`src/rtl/can_id_hopping_scheduler_pkg.sv`:
```
// can_id_hopping_scheduler_pkg: shared widths, FSM encoding and page-step helper
package can_id_hopping_scheduler_pkg;
    localparam int ID_W = 11;
    localparam int PAGE_W = 4;
    localparam int MSG_W = 8;
    typedef enum logic [1:0] {LOAD, RUN, WAIT, HOP} state_t;
    function automatic logic [PAGE_W-1:0] next_page(input logic [PAGE_W-1:0] page, input logic [3:0] key);
        return page + (key | 4'h1);
    endfunction
endpackage

```
`src/rtl/can_id_hopping_scheduler_if.sv`:
```
// can_id_hopping_scheduler_if: cfg load, tx/rx lookup handshakes and table-pair bus; master = environment, slave = scheduler
interface can_id_hopping_scheduler_if;
    import can_id_hopping_scheduler_pkg::*;
    logic              cfg_valid, cfg_ready, cfg_done;
    logic [ID_W-1:0]   cfg_id;
    logic [3:0]        hop_key;
    logic              tx_req, rx_req, tx_gnt, rx_gnt;
    logic [ID_W-1:0]   tx_app_id, rx_phys_id;
    logic              tx_rsp_valid, rx_rsp_valid;
    logic [ID_W-1:0]   tx_phys_id, rx_app_id;
    logic              tbl_we, tbl_send_bit, tbl_receive_bit, page_hop;
    logic [ID_W-1:0]   tbl_id, tbl_id_o_1, tbl_id_o_2;
    logic [PAGE_W-1:0] tbl_page;
    modport master (
        output cfg_valid, cfg_id, hop_key, tx_req, tx_app_id, rx_req, rx_phys_id, tbl_id_o_1, tbl_id_o_2,
        input  cfg_ready, cfg_done, tx_gnt, rx_gnt, tx_rsp_valid, tx_phys_id, rx_rsp_valid, rx_app_id,
               tbl_we, tbl_send_bit, tbl_receive_bit, tbl_id, tbl_page, page_hop
    );
    modport slave (
        input  cfg_valid, cfg_id, hop_key, tx_req, tx_app_id, rx_req, rx_phys_id, tbl_id_o_1, tbl_id_o_2,
        output cfg_ready, cfg_done, tx_gnt, rx_gnt, tx_rsp_valid, tx_phys_id, rx_rsp_valid, rx_app_id,
               tbl_we, tbl_send_bit, tbl_receive_bit, tbl_id, tbl_page, page_hop
    );
endinterface

```
`src/rtl/can_id_hopping_scheduler_arbiter.sv`:
```
// can_id_hop_arbiter: two-requester round-robin (clk, rest_bit_n, en, tx_req/rx_req in; tx_gnt/rx_gnt out), priority flips to the side not granted last
module can_id_hop_arbiter (
    input  logic clk,
    input  logic rest_bit_n,
    input  logic en,
    input  logic tx_req,
    input  logic rx_req,
    output logic tx_gnt,
    output logic rx_gnt
);
    logic prio_rx;
    assign tx_gnt = en && tx_req && (!rx_req || !prio_rx);
    assign rx_gnt = en && rx_req && (!tx_req || prio_rx);
    always_ff @(posedge clk or negedge rest_bit_n) begin
        if (!rest_bit_n) prio_rx <= 1'b0;
        else if (tx_gnt || rx_gnt) prio_rx <= tx_gnt;
    end
endmodule

```
`src/rtl/can_id_hopping_scheduler.sv`:
```
// can_id_hopping_scheduler: loads the ID table, arbitrates tx/rx lookups, returns table results and hops the page every HOP_INTERVAL responses (clk, rest_bit_n, bus = slave modport)
module can_id_hopping_scheduler
    import can_id_hopping_scheduler_pkg::*;
#(
    parameter int NUM_IDS = 16,
    parameter int HOP_INTERVAL = 255,
    parameter int LOOKUP_LAT = 2
) (
    input logic clk,
    input logic rest_bit_n,
    can_id_hopping_scheduler_if.slave bus
);
    localparam logic [4:0] LOAD_LAST = 5'(NUM_IDS - 1);
    localparam logic [1:0] LAT = 2'(LOOKUP_LAT);
    localparam logic [MSG_W-1:0] HOP_LAST = MSG_W'(HOP_INTERVAL - 1);
    state_t            state;
    logic [4:0]        load_cnt;
    logic [MSG_W-1:0]  msg_cnt;
    logic [1:0]        wait_cnt;
    logic              side_rx, page_hop_q, tx_g, rx_g, cfg_acc, rsp;
    logic [PAGE_W-1:0] page;
    can_id_hop_arbiter u_arb (
        .clk(clk), .rest_bit_n(rest_bit_n), .en(state == RUN),
        .tx_req(bus.tx_req), .rx_req(bus.rx_req), .tx_gnt(tx_g), .rx_gnt(rx_g)
    );
    assign cfg_acc = bus.cfg_valid && bus.cfg_ready;
    assign rsp = state == WAIT && wait_cnt == LAT;
    assign bus.cfg_ready = state == LOAD && rest_bit_n;
    assign bus.cfg_done = state != LOAD;
    assign bus.tbl_we = cfg_acc;
    assign bus.tbl_send_bit = tx_g;
    assign bus.tbl_receive_bit = rx_g;
    assign bus.tx_gnt = tx_g;
    assign bus.rx_gnt = rx_g;
    assign bus.tbl_id = cfg_acc ? bus.cfg_id : tx_g ? bus.tx_app_id : rx_g ? bus.rx_phys_id : '0;
    assign bus.tx_rsp_valid = rsp && !side_rx;
    assign bus.rx_rsp_valid = rsp && side_rx;
    assign bus.tx_phys_id = bus.tx_rsp_valid ? bus.tbl_id_o_1 : '0;
    assign bus.rx_app_id = bus.rx_rsp_valid ? bus.tbl_id_o_2 : '0;
    assign bus.tbl_page = page;
    assign bus.page_hop = page_hop_q;
    // page only moves in HOP, so a lookup in WAIT always sees the page it was granted under
    always_ff @(posedge clk or negedge rest_bit_n) begin
        if (!rest_bit_n) begin
            state <= LOAD;
            load_cnt <= '0;
            msg_cnt <= '0;
            wait_cnt <= '0;
            side_rx <= 1'b0;
            page <= '0;
            page_hop_q <= 1'b0;
        end else begin
            page_hop_q <= 1'b0;
            case (state)
                LOAD: if (cfg_acc) begin
                    load_cnt <= load_cnt + 5'd1;
                    state <= load_cnt == LOAD_LAST ? RUN : LOAD;
                end
                RUN: if (tx_g || rx_g) begin
                    state <= WAIT;
                    wait_cnt <= 2'd1;
                    side_rx <= rx_g;
                end
                WAIT: if (rsp) begin
                    msg_cnt <= msg_cnt == HOP_LAST ? '0 : msg_cnt + 8'd1;
                    state <= msg_cnt == HOP_LAST ? HOP : RUN;
                end else wait_cnt <= wait_cnt + 2'd1;
                HOP: begin
                    page <= next_page(page, bus.hop_key);
                    page_hop_q <= 1'b1;
                    state <= RUN;
                end
                default: state <= LOAD;
            endcase
        end
    end
endmodule

```
`src/flat_wrapper.sv`:
```
// flat-port wrapper written by rule: the top's interface ports become plain ports
module can_id_hopping_scheduler_flat import can_id_hopping_scheduler_pkg::*;
#(
    parameter int NUM_IDS = 16,
    parameter int HOP_INTERVAL = 255,
    parameter int LOOKUP_LAT = 2
)
  (clk, rest_bit_n, bus_cfg_valid, bus_cfg_id, bus_hop_key, bus_tx_req, bus_tx_app_id, bus_rx_req, bus_rx_phys_id, bus_tbl_id_o_1, bus_tbl_id_o_2, bus_cfg_ready, bus_cfg_done, bus_tx_gnt, bus_rx_gnt, bus_tx_rsp_valid, bus_tx_phys_id, bus_rx_rsp_valid, bus_rx_app_id, bus_tbl_we, bus_tbl_send_bit, bus_tbl_receive_bit, bus_tbl_id, bus_tbl_page, bus_page_hop);
  can_id_hopping_scheduler_if bus_i ();
  input logic clk;
  input logic rest_bit_n;
  input wire logic [$bits(bus_i.cfg_valid)-1:0] bus_cfg_valid;
  input wire logic [$bits(bus_i.cfg_id)-1:0] bus_cfg_id;
  input wire logic [$bits(bus_i.hop_key)-1:0] bus_hop_key;
  input wire logic [$bits(bus_i.tx_req)-1:0] bus_tx_req;
  input wire logic [$bits(bus_i.tx_app_id)-1:0] bus_tx_app_id;
  input wire logic [$bits(bus_i.rx_req)-1:0] bus_rx_req;
  input wire logic [$bits(bus_i.rx_phys_id)-1:0] bus_rx_phys_id;
  input wire logic [$bits(bus_i.tbl_id_o_1)-1:0] bus_tbl_id_o_1;
  input wire logic [$bits(bus_i.tbl_id_o_2)-1:0] bus_tbl_id_o_2;
  output wire logic [$bits(bus_i.cfg_ready)-1:0] bus_cfg_ready;
  output wire logic [$bits(bus_i.cfg_done)-1:0] bus_cfg_done;
  output wire logic [$bits(bus_i.tx_gnt)-1:0] bus_tx_gnt;
  output wire logic [$bits(bus_i.rx_gnt)-1:0] bus_rx_gnt;
  output wire logic [$bits(bus_i.tx_rsp_valid)-1:0] bus_tx_rsp_valid;
  output wire logic [$bits(bus_i.tx_phys_id)-1:0] bus_tx_phys_id;
  output wire logic [$bits(bus_i.rx_rsp_valid)-1:0] bus_rx_rsp_valid;
  output wire logic [$bits(bus_i.rx_app_id)-1:0] bus_rx_app_id;
  output wire logic [$bits(bus_i.tbl_we)-1:0] bus_tbl_we;
  output wire logic [$bits(bus_i.tbl_send_bit)-1:0] bus_tbl_send_bit;
  output wire logic [$bits(bus_i.tbl_receive_bit)-1:0] bus_tbl_receive_bit;
  output wire logic [$bits(bus_i.tbl_id)-1:0] bus_tbl_id;
  output wire logic [$bits(bus_i.tbl_page)-1:0] bus_tbl_page;
  output wire logic [$bits(bus_i.page_hop)-1:0] bus_page_hop;
  assign bus_i.cfg_valid = bus_cfg_valid;
  assign bus_i.cfg_id = bus_cfg_id;
  assign bus_i.hop_key = bus_hop_key;
  assign bus_i.tx_req = bus_tx_req;
  assign bus_i.tx_app_id = bus_tx_app_id;
  assign bus_i.rx_req = bus_rx_req;
  assign bus_i.rx_phys_id = bus_rx_phys_id;
  assign bus_i.tbl_id_o_1 = bus_tbl_id_o_1;
  assign bus_i.tbl_id_o_2 = bus_tbl_id_o_2;
  assign bus_cfg_ready = bus_i.cfg_ready;
  assign bus_cfg_done = bus_i.cfg_done;
  assign bus_tx_gnt = bus_i.tx_gnt;
  assign bus_rx_gnt = bus_i.rx_gnt;
  assign bus_tx_rsp_valid = bus_i.tx_rsp_valid;
  assign bus_tx_phys_id = bus_i.tx_phys_id;
  assign bus_rx_rsp_valid = bus_i.rx_rsp_valid;
  assign bus_rx_app_id = bus_i.rx_app_id;
  assign bus_tbl_we = bus_i.tbl_we;
  assign bus_tbl_send_bit = bus_i.tbl_send_bit;
  assign bus_tbl_receive_bit = bus_i.tbl_receive_bit;
  assign bus_tbl_id = bus_i.tbl_id;
  assign bus_tbl_page = bus_i.tbl_page;
  assign bus_page_hop = bus_i.page_hop;
  can_id_hopping_scheduler #(.NUM_IDS(NUM_IDS), .HOP_INTERVAL(HOP_INTERVAL), .LOOKUP_LAT(LOOKUP_LAT)) u_core (.clk(clk), .rest_bit_n(rest_bit_n), .bus(bus_i));
endmodule
```
`config.mk`:
```
export PLATFORM = sky130hd
export DESIGN_NAME = can_id_hopping_scheduler_flat
export DESIGN_NICKNAME = d
export VERILOG_FILES = /design/src/rtl/can_id_hopping_scheduler_pkg.sv /design/src/rtl/can_id_hopping_scheduler_if.sv /design/src/rtl/can_id_hopping_scheduler_arbiter.sv /design/src/rtl/can_id_hopping_scheduler.sv /design/src/flat_wrapper.sv
export SDC_FILE = /design/constraint.sdc
export NUM_CORES = 1
export LEC_CHECK = 0
export CAP_MARGIN = 20
export CORE_UTILIZATION = 35
export DETAILED_ROUTE_END_ITERATION = 10
export PLACE_DENSITY = 0.8
export SLEW_MARGIN = 20
export SYNTH_ARGS = -nofsm -noshare
export SYNTH_HDL_FRONTEND = slang
export SYNTH_HIERARCHICAL = 1
export SYNTH_SLANG_ARGS = --single-unit
export TNS_END_PERCENT = 5
```
`constraint.sdc`:
```
create_clock -name clk -period 3 [get_ports clk]
set_input_delay 0.75 -clock clk [delete_from_list [all_inputs] [get_ports clk]]
set_output_delay 0.75 -clock clk [all_outputs]
set_load 0.01 [all_outputs]
```
==> deck_impl_summary.md <==
Physical Implementation Snapshot

Status
  • Status: completed

Final layout
  • Syn-to-layout area delta: 76.3%
  • Max reg flops: 8

Timing
  • Hold Violations, Final: 0
  • Setup WS post-layout: between 0.06 and 0.07 ns
  • Hold_ws: 0.471 ns
  • RSZ-0062 raised after global routing: no
  • Fin crit period: between 2 and 3 ns

Place
  • Dpl cells: 383
  • Setup WS pre-CTS: -0.450 ns
  • Placement Cell Area: approximately 3000 um^2

Clock network
  • Cts hold-fix bufs: 0
  • Clk_lat worst skew: approximately 0.26 ns
  • CTS H-tree lvls: 1
  • CTS tree: built

Synthesis
  • Main area contributors: dfrtp_1, o21ai_0, nand2_1
  • Syn Nets: roughly 280
  • YS warnings: 6
  • Dominant cell type by area after synthesis: dfrtp_1
  • Yosys Instances: around 210
  • Mean Syn Cell Area: 8.53 um^2
  • XORs/XNORs by Area: under 10%

Setup path
  • Data arrival, critical path: about 2.2 ns

Job
  • Tool warnings: 28

Die
  • Row Count: 25

Pwr
  • Peak VDD IR: roughly 0.34 mV

Global routing
  • Vias in the first global route: 1,848
## report_power, final
| group | total (mW) | switching, mW | leakage [nW] | internal (mW) |
|---|---|---|---|---|
| Clock | 0.187 | 0.0970 | 0.0216 | 0.0897 |
| Sequential | 0.411 | 0.0395 | 0.300 | 0.371 |
| Combinational | 0.491 | 0.207 | 0.994 | 0.284 |
| Total | 1.09 | 0.344 | 1.32 | 0.745 |
## layer usage
| metal | vias up | track usage [%] | wire (um) |
|---|---|---|---|
| met2 | 58 | 33.7 | 2700 |
| met3 | 2 | 4.83 | 341 |
| met1 | 891 | 22.9 | 2140 |
| met5 | - | 0 | 0 |
| met4 | 0 | 3.92 | 24 |
| li1 | 984 | - | - |
## worst max-delay path: stages
cell	delay, ns
clkdlybuf4s50_1	0.46
and4bb_2	0.26
buf_12	0.17
clkdlybuf4s50_1	0.55
## worst paths after layout
path	startpoint	to	slack (ns)	depth (start not counted)
min reg2reg	u_core/load_cnt[3]	u_core/load_cnt[3]	0.47	1
min in group asynchronous	rest_bit_n	u_core/msg_cnt[6]	0.66	2
max reg2reg	u_core/state[0]	u_core/wait_cnt[0]	1.08	9
max	bus_cfg_valid	bus_tbl_we	0.07	4
min	u_core/load_cnt[3]	u_core/load_cnt[3]	0.47	1
max in group asynchronous	rest_bit_n	u_core/bus.page_hop	2.14	2
## area by class of cell
type | instances | area [um^2]
tap | 67 | 83.8
inverter | 14 | 52.6
sequential | 24 | 601
multi-input combinational | 155 | 1060
clock buffer | 3 | 41.3
timing repair buffer | 130 | 1280
fill | 390 | 1670
## what timing repair did
action	4_1_cts	5_1_grt
cloned	2	0
endpoints found under the setup margin	17	2
resized	50	1
setup buffers	5	0
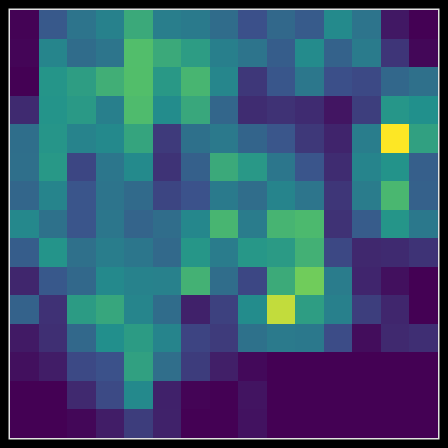
**Above:** routed metal per tile.
15 x 15 tiles, from dark purple (low) to yellow (high), scaled to the fullest tile. Values are wire area over tile area, all layers added.
The fullest tile reaches 0.51. 15% of the tiles are nearly empty. 19% of the tiles are over half the peak. The emptiest ninth of the die: lower right. The mean over all tiles is 0.16.

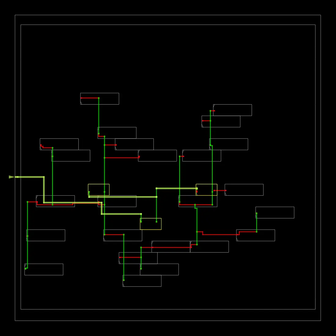
**Above:** clock routing.
TritonCTS buffer count: 3
Seq cells: 24

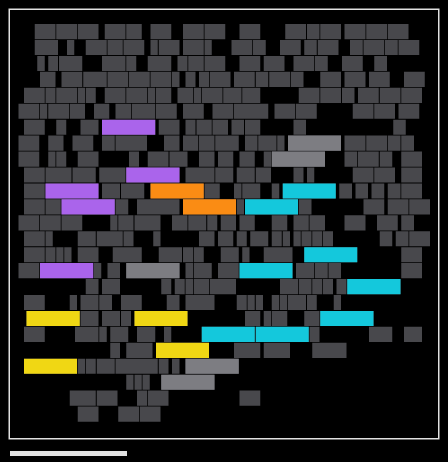
**Above:** where the registers sit.
Bar = 20 um.
Key: purple = `u_core/load_cnt` [placed flops 5, where middle left]; yellow = `u_core/bus.tbl_page` [placed flops 4, where lower left]; cyan = `u_core/msg_cnt` [placed flops 8]; orange = `u_core/state` [placed flops 2]
Another 5 sequential cells are not coloured.
P_seq: 411 uW
storage element area: 601 um^2
fraction of area in registers: 19.3%
post-layout util: 65.1%

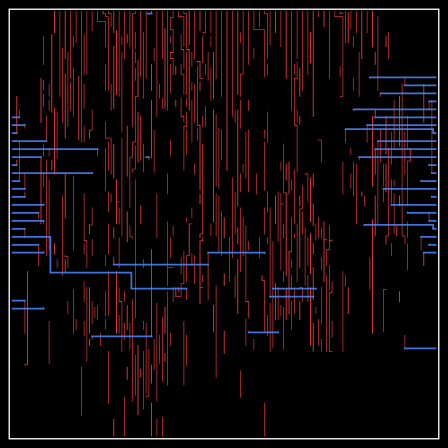
**Above:** metal layers overlaid.
Two of the layers only.
Key: blue = M3 [wire length 341 um]; red = M2 [wire length 2,700 um]

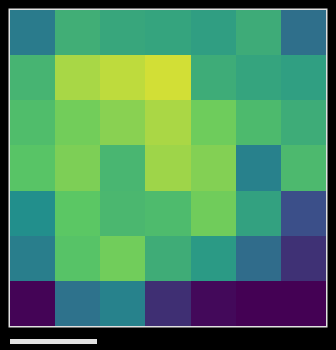
**Above:** placement density heat map.
Bar = 20 um. 7 x 7 tiles, from dark purple (low) to yellow (high), 0 to 100% covered.
The mean over all tiles is 57%. The fullest tile reaches 93%. 6.1% of the tiles are nearly empty. 25% of the tiles are over 75% full. The emptiest ninth of the die: lower right.

Power figures rest on the tool's default switching activity, not on a simulated workload.
